--- src/rtl/uart_msg_sequencer_if.sv ---
// Control and UART-side signals of the message sequencer.
// master = requester plus UART TX core, slave = sequencer.
interface uart_msg_sequencer_if #(
    parameter int DATA_W = 8,
    parameter int ADDR_W = 8
);
    logic              Start;
    logic              Periodic;
    logic              Abort;
    logic [ADDR_W-1:0] MsgBase;
    logic [ADDR_W-1:0] MsgLen;
    logic              TxEmpty;
    logic              XMitGo;
    logic [DATA_W-1:0] TxData;
    logic              Busy;
    logic              Done;
    logic              Aborted;
    logic [ADDR_W-1:0] BytesSent;

    modport master (
        output Start, Periodic, Abort, MsgBase, MsgLen, TxEmpty,
        input  XMitGo, TxData, Busy, Done, Aborted, BytesSent
    );

    modport slave (
        input  Start, Periodic, Abort, MsgBase, MsgLen, TxEmpty,
        output XMitGo, TxData, Busy, Done, Aborted, BytesSent
    );
endinterface

--- src/rtl/uart_msg_sequencer.sv ---
// Streams a ROM-resident message into a UART transmitter.
// Triggered by Start and/or a periodic tick; supports abort.
module uart_msg_sequencer #(
    parameter int    DATA_W    = 8,
    parameter int    ADDR_W    = 8,
    parameter int    PERIOD    = 50_000_000,
    parameter string INIT_FILE = "ROM.mif"
) (
    input logic Clock,
    input logic Reset,
    uart_msg_sequencer_if.slave bus
);
    localparam int CW = (PERIOD > 2) ? $clog2(PERIOD) : 1;
    localparam logic [CW-1:0] TLAST = CW'(PERIOD - 1);

    typedef enum logic [2:0] {IDLE, LOAD, SEND, SENT, WAIT} state_t;

    state_t            state, state_nxt;
    logic [ADDR_W-1:0] addr, addr_nxt;
    logic [ADDR_W-1:0] len, len_nxt;
    logic [ADDR_W-1:0] sent, sent_nxt, sent_inc;
    logic              go, go_nxt;
    logic              busy, busy_nxt;
    logic              done, done_nxt;
    logic              abrt, abrt_nxt;
    logic              pend, pend_nxt;
    logic [CW-1:0]     cnt;
    logic              tick;

    (* ram_init_file = INIT_FILE *)
    logic [DATA_W-1:0] rom [2**ADDR_W];

    assign tick = (cnt == TLAST);

    always_ff @(posedge Clock) begin
        if (Reset) cnt <= '0;
        else       cnt <= tick ? '0 : cnt + 1'b1;
    end

    always_ff @(posedge Clock) begin
        if (Reset) begin
            state <= IDLE;
            addr  <= '0;
            len   <= '0;
            sent  <= '0;
            go    <= 1'b0;
            busy  <= 1'b0;
            done  <= 1'b0;
            abrt  <= 1'b0;
            pend  <= 1'b0;
        end else begin
            state <= state_nxt;
            addr  <= addr_nxt;
            len   <= len_nxt;
            sent  <= sent_nxt;
            go    <= go_nxt;
            busy  <= busy_nxt;
            done  <= done_nxt;
            abrt  <= abrt_nxt;
            pend  <= pend_nxt;
        end
    end

    assign sent_inc = sent + 1'b1;

    always_comb begin
        state_nxt = state;
        addr_nxt  = addr;
        len_nxt   = len;
        sent_nxt  = sent;
        go_nxt    = go;
        busy_nxt  = busy;
        done_nxt  = 1'b0;
        abrt_nxt  = 1'b0;
        pend_nxt  = pend;
        unique case (state)
            IDLE: begin
                if (bus.Start | (bus.Periodic & tick)) begin
                    addr_nxt  = bus.MsgBase;
                    len_nxt   = bus.MsgLen;
                    sent_nxt  = '0;
                    busy_nxt  = 1'b1;
                    pend_nxt  = 1'b0;
                    state_nxt = LOAD;
                end
            end
            LOAD: begin
                if (len == '0) begin
                    done_nxt  = 1'b1;
                    busy_nxt  = 1'b0;
                    state_nxt = IDLE;
                end else if (bus.Abort) begin
                    abrt_nxt  = 1'b1;
                    busy_nxt  = 1'b0;
                    state_nxt = IDLE;
                end else if (bus.TxEmpty) begin
                    go_nxt    = 1'b1;
                    state_nxt = SEND;
                end
            end
            SEND: begin
                // an abort here lets the byte in flight finish first
                if (bus.Abort) pend_nxt = 1'b1;
                if (!bus.TxEmpty) begin
                    go_nxt    = 1'b0;
                    state_nxt = SENT;
                end
            end
            SENT: begin
                sent_nxt = sent_inc;
                if (sent_inc == len) begin
                    done_nxt  = 1'b1;
                    busy_nxt  = 1'b0;
                    state_nxt = IDLE;
                end else if (pend | bus.Abort) begin
                    abrt_nxt  = 1'b1;
                    busy_nxt  = 1'b0;
                    state_nxt = IDLE;
                end else begin
                    addr_nxt  = addr + 1'b1;
                    state_nxt = WAIT;
                end
            end
            WAIT: begin
                if (bus.Abort) begin
                    abrt_nxt  = 1'b1;
                    busy_nxt  = 1'b0;
                    state_nxt = IDLE;
                end else if (bus.TxEmpty) begin
                    go_nxt    = 1'b1;
                    state_nxt = SEND;
                end
            end
            default: state_nxt = IDLE;
        endcase
    end

    assign bus.XMitGo    = go;
    assign bus.TxData    = rom[addr];
    assign bus.Busy      = busy;
    assign bus.Done      = done;
    assign bus.Aborted   = abrt;
    assign bus.BytesSent = sent;
endmodule

--- src/flat_wrapper.sv ---
// flat-port wrapper written by rule: the top's interface ports become plain ports
module uart_msg_sequencer_flat 
#(
    parameter int    DATA_W    = 8,
    parameter int    ADDR_W    = 8,
    parameter int    PERIOD    = 50_000_000,
    parameter string INIT_FILE = "       "
)
  (Clock, Reset, bus_Start, bus_Periodic, bus_Abort, bus_MsgBase, bus_MsgLen, bus_TxEmpty, bus_XMitGo, bus_TxData, bus_Busy, bus_Done, bus_Aborted, bus_BytesSent);
  uart_msg_sequencer_if #(.DATA_W(DATA_W), .ADDR_W(ADDR_W)) bus_i ();
  input logic Clock;
  input logic Reset;
  input wire logic [$bits(bus_i.Start)-1:0] bus_Start;
  input wire logic [$bits(bus_i.Periodic)-1:0] bus_Periodic;
  input wire logic [$bits(bus_i.Abort)-1:0] bus_Abort;
  input wire logic [$bits(bus_i.MsgBase)-1:0] bus_MsgBase;
  input wire logic [$bits(bus_i.MsgLen)-1:0] bus_MsgLen;
  input wire logic [$bits(bus_i.TxEmpty)-1:0] bus_TxEmpty;
  output wire logic [$bits(bus_i.XMitGo)-1:0] bus_XMitGo;
  output wire logic [$bits(bus_i.TxData)-1:0] bus_TxData;
  output wire logic [$bits(bus_i.Busy)-1:0] bus_Busy;
  output wire logic [$bits(bus_i.Done)-1:0] bus_Done;
  output wire logic [$bits(bus_i.Aborted)-1:0] bus_Aborted;
  output wire logic [$bits(bus_i.BytesSent)-1:0] bus_BytesSent;
  assign bus_i.Start = bus_Start;
  assign bus_i.Periodic = bus_Periodic;
  assign bus_i.Abort = bus_Abort;
  assign bus_i.MsgBase = bus_MsgBase;
  assign bus_i.MsgLen = bus_MsgLen;
  assign bus_i.TxEmpty = bus_TxEmpty;
  assign bus_XMitGo = bus_i.XMitGo;
  assign bus_TxData = bus_i.TxData;
  assign bus_Busy = bus_i.Busy;
  assign bus_Done = bus_i.Done;
  assign bus_Aborted = bus_i.Aborted;
  assign bus_BytesSent = bus_i.BytesSent;
  uart_msg_sequencer #(.DATA_W(DATA_W), .ADDR_W(ADDR_W), .PERIOD(PERIOD), .INIT_FILE(INIT_FILE)) u_core (.Clock(Clock), .Reset(Reset), .bus(bus_i));
endmodule
--- config.mk ---
export PLATFORM = sky130hd
export DESIGN_NAME = uart_msg_sequencer_flat
export DESIGN_NICKNAME = d
export VERILOG_FILES = /design/src/rtl/uart_msg_sequencer_if.sv /design/src/rtl/uart_msg_sequencer.sv /design/src/flat_wrapper.sv
export SDC_FILE = /design/constraint.sdc
export NUM_CORES = 1
export LEC_CHECK = 0
export CAP_MARGIN = 20
export CORE_MARGIN = 2
export CORE_UTILIZATION = 50
export CTS_BUF_LIST = sky130_fd_sc_hd__clkbuf_2
export CTS_CLUSTER_SIZE = 10
export DETAILED_ROUTE_END_ITERATION = 7
export PLACE_DENSITY = 0.79
export SYNTH_ARGS = -nofsm -noshare
export SYNTH_HDL_FRONTEND = slang
export SYNTH_SLANG_ARGS = --single-unit
--- constraint.sdc ---
create_clock -name Clock -period 2.1 [get_ports Clock]
set_clock_uncertainty 0.2 [all_clocks]
set_input_delay 0.63 -clock Clock [delete_from_list [all_inputs] [get_ports Clock]]
set_output_delay 0.63 -clock Clock [all_outputs]
set_load 0.005 [all_outputs]
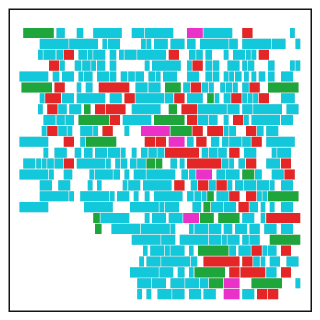
drive_strength.png
Drawn at 4 px/um.
Key: green = drive 2 [cells 26, most used dfxtp_2]; red = drive 3 to 4 [cells 55, most used buf_4]; magenta = drive 6 and up [cells 7, most used buf_6]; cyan = drive 1 or less [cells 290, most used nor2_1]

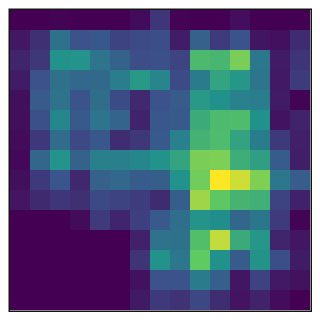
wire_density.png
Drawn at 4 px/um. The die is cut into 15 by 15 equal tiles; dark purple is low, yellow is high, scaled to the fullest tile. Values are wire area over tile area, all layers added.
19% of the tiles are nearly empty. 18% of the tiles are over half the peak. The fullest tile reaches 0.66. The mean over all tiles is 0.17.

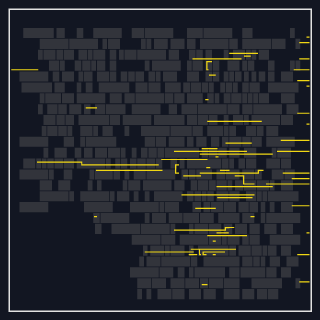
met3.png
Drawn at 4 px/um.
The layer carries 354 um of wire. The wires run mostly horizontal. The longest straight run is 19.1 um. 39 nets have wire on it. The layer holds 5.9% of the routed length.

==> impl_metrics.py <==
# Synthesis and PnR figures
metrics = {
    "synthesis": {
        "ys_cells": 310,
        "yosysTopAreaCell": "dfxtp_1",
        "synthTopLogicFamily": "simple AND/OR/NAND/NOR gates",
        "yosys.area_share.xor_xnor": 0.104,
        "topCellsByArea": "dfxtp_1 40%, nor2_1 7.3%, xor2_1 5.5%",
        "top_area_frac": 0.396,
        "yosys.area_share.simple": 0.254,
        "yosysChipArea_sq_mm": 0.00253,
        "synth.distinct_cells": 47,
        "synth_flops": 50,
        "ys_warn_count": 0,
        "synth-adder-area-share": 0.00990,
        "syn_avg_cell_area_sq_um": 8.16,
        "compound_area_frac": 0.142,
        "edf_count": 0,
        "syn-cell-area_sq_mm": 0.00253,
        "mux_area_frac": 0.0317,
        "async_flop_share": 0,
    },
    "drt": {
        "drc": 0,
        "wl_met3_um": 353,
        "dr_total_vias": 2441,
        "routedLengthMet1_um": 2500,
        "avgRoutedWirePerCell_um": 13.4,
        "wirelength_um": 5980,
        "first_pass_iters": 4,
        "wl_met2_um": 2980,
        "drt_iter0_drc": 163,
        "routed_via_density": 5.49,
        "detail-route-antenna-nets": 0,
    },
    "global_route": {
        "grt_pass1_vias": 2151,
        "track_usage": 0.217,
        "grtUsageMet3": 0.0455,
        "busiest_layer": "met2",
        "overflow": 0,
        "use_met2": 0.376,
        "grt_start_max_net_pins": 24,
    },
    "min_path": {
        "hold_depth": 1,
        "worstHoldStart": "u_core.cnt[0]$_SDFF_PP0_",
        "whs_endpoint": "u_core.cnt[0]$_SDFF_PP0_",
        "min_path_type": "flip-flop to flip-flop",
    },
    "floorplan": {
        "rows": 25,
        "die_area_sq_mm": 0.00564,
        "core_sq_mm": 0.00479,
        "floorplan.core_util": 0.528,
        "pin_count": 42,
    },
    "setup_path": {
        "reg2regPathDepth": 7,
        "r2r_start": "u_core.cnt[10]$_SDFF_PP0_",
        "cp_slowest_cell": "or4_4",
        "regToRegEndpoint": "u_core.bus.Busy$_SDFFE_PP0P_",
        "ff2ff_setup_slack_ns": -0.11,
        "cp-end-kind": "flip-flop",
        "critPathMaxStageDelay_ns": 0.54,
        "cp.required_ns": 2.27,
        "crit_path_max_fanout": 3,
        "crit_family": "simple AND/OR/NAND/NOR gates",
        "cp-start-kind": "flip-flop",
        "worstSetupPathType": "flip-flop to flip-flop",
        "crit_buf_inv": 2,
    },
    "placement": {
        "gp_congestion": 0.876,
        "io_buffers": 25,
        "place_area_sq_mm": 0.00307,
        "dp_hpwl_um": 3870,
        "dpl_worst_slack_ns": -0.147,
        "dp.cells": 425,
    },
    "outcome": {
        "violations": "negative setup slack",
        "status": "finished with violations",
    },
    "finish": {
        "final_cell_count_no_fill": 445,
        "stdcell_area_sq_mm": 0.00331,
        "fin_util": 0.691,
        "n_antenna_cell": 0,
        "drive_gt1_frac": 0.233,
        "area_delta_synth_final_pct": 30.8,
        "nets": 402,
    },
    "clocking": {
        "ctsHoldBuffers": 0,
        "clock_latency_ns": 0.44,
        "clk_pin_slew_ns": 0.23,
        "cts_buffers": 5,
        "clkSinkCount": 50,
        "clk_path_buf_depth": 2,
        "cts_tree": "done",
        "htree_levels": 2,
    },
    "timing": {
        "min_period_ns": 2.21,
        "final_hold_viol_count": 0,
        "fin_hold_ws_ns": 0.262,
        "rsz0062_at_grt": "true",
        "slew_headroom": 0.553,
        "setup_ws_ns": -0.108,
        "setup_viol": 17,
        "worst_pin_slew_ns": 0.665,
        "fmaxAchievable_mhz": 453,
        "period_used_share": 1.05,
    },
    "job": {
        "warnings": 36,
        "maxCapViolCount": 0,
    },
    "power": {
        "vdd_drop_max_uv": 306,
        "p_per_area_mw_per_mm2": 495,
    },
}
[repair_timing]
action	CTS	global route
setup endpoints to repair	28	28
pin swaps	4	10
buffers inserted	9	4
resized	37	15
[cell families (layout without fill, tap and decap cells)]
kind of cell / count (synthesis) / in the layout
buffers and inverters: 30 / 91
DFF: 50 / 50
adders and majority gates: 2 / 2
AOI/OAI and AO/OA: 55 / 55
muxes: 8 / 8
and+or+nand+nor: 134 / 134
other: 1 / 8
xor gates and xnor gates: 30 / 30
[cell usage after synthesis (3+ instances only)]
master	instances
xor2_1	16
nor4_1	4
inv_1	7
a211oi_1	3
xnor2_1	14
and3_1	11
nor2_1	49
dfxtp_1	50
a21oi_1	18
clkbuf_1	11
or3_1	4
buf_2	3
mux2i_1	8
nor3_1	11
nand2_1	23
buf_4	8
nand3_1	17
nand4_1	3
o21ai_0	13
a31oi_1	5
[cells in the final DEF, fill, tap and decap left out, types with 11 or more instances in the layout]
master | synthesis | layout
a21oi_1 | 18 | 17
and3_1 | 11 | 11
buf_4 | 8 | 45
clkdlybuf4s50_1 | 0 | 13
dfxtp_1 | 50 | 36
dfxtp_2 | 0 | 11
dlygate4sd2_1 | 0 | 12
nand2_1 | 23 | 22
nand3_1 | 17 | 15
nor2_1 | 49 | 48
o21ai_0 | 13 | 11
xnor2_1 | 14 | 14
xor2_1 | 16 | 16
[stage by stage]
stage / setup TNS [ns] / power [mW]
2_1_floorplan: 0 / 1.17
3_3_place_gp: -1.21 / 1.24
3_5_place_dp: -1.43 / 1.25
4_1_cts: -0.694 / 1.63
5_1_grt: -2.38 / 1.72
6_report: -0.777 / 1.64
[cell type report]
type,count,area [sq um]
well taps,67,83.8
multi-input cells,237,1480
repair buffers,77,661
flip-flops and latches,50,1030
fillers,381,1480
clock buffers,7,35.0
inverters,7,26.3
[registers in the layout, indices dropped and copies added (netlist names)]
| name | flops |
|---|---|
| u_core.bus.Done | 1 |
| u_core.bus.Aborted | 1 |
| u_core.bus.Busy | 1 |
| u_core.len | 8 |
| u_core.bus.XMitGo | 1 |
| u_core.state | 3 |
| u_core.bus.BytesSent | 8 |
| u_core.cnt | 26 |
| u_core.pend | 1 |
[worst max-delay path by stage]
stage	startpoint	end	slack, ns	cells after the start
6_report	u_core.cnt[10]$_SDFF_PP0_	u_core.bus.Busy$_SDFFE_PP0P_	-0.11	7
2_1_floorplan	u_core.cnt[16]$_SDFF_PP0_	u_core.len[0]$_SDFFE_PP0P_	0.02	7
5_1_grt	u_core.cnt[10]$_SDFF_PP0_	u_core.len[3]$_SDFFE_PP0P_	-0.17	7
4_1_cts	u_core.cnt[9]$_SDFF_PP0_	u_core.len[2]$_SDFFE_PP0P_	-0.10	7
3_3_place_gp	u_core.cnt[16]$_SDFF_PP0_	u_core.len[2]$_SDFFE_PP0P_	-0.11	7
3_5_place_dp	u_core.cnt[16]$_SDFF_PP0_	u_core.len[2]$_SDFFE_PP0P_	-0.15	7
[where the power goes]
group	internal, mW	leakage [nW]	switching [mW]	total [mW]
Clock	0.0864	0.0291	0.290	0.376
Sequential	0.971	0.413	0.0245	0.996
Combinational	0.132	0.928	0.134	0.266
Total	1.19	1.37	0.449	1.64
Power is estimated from default activity; no workload was simulated.
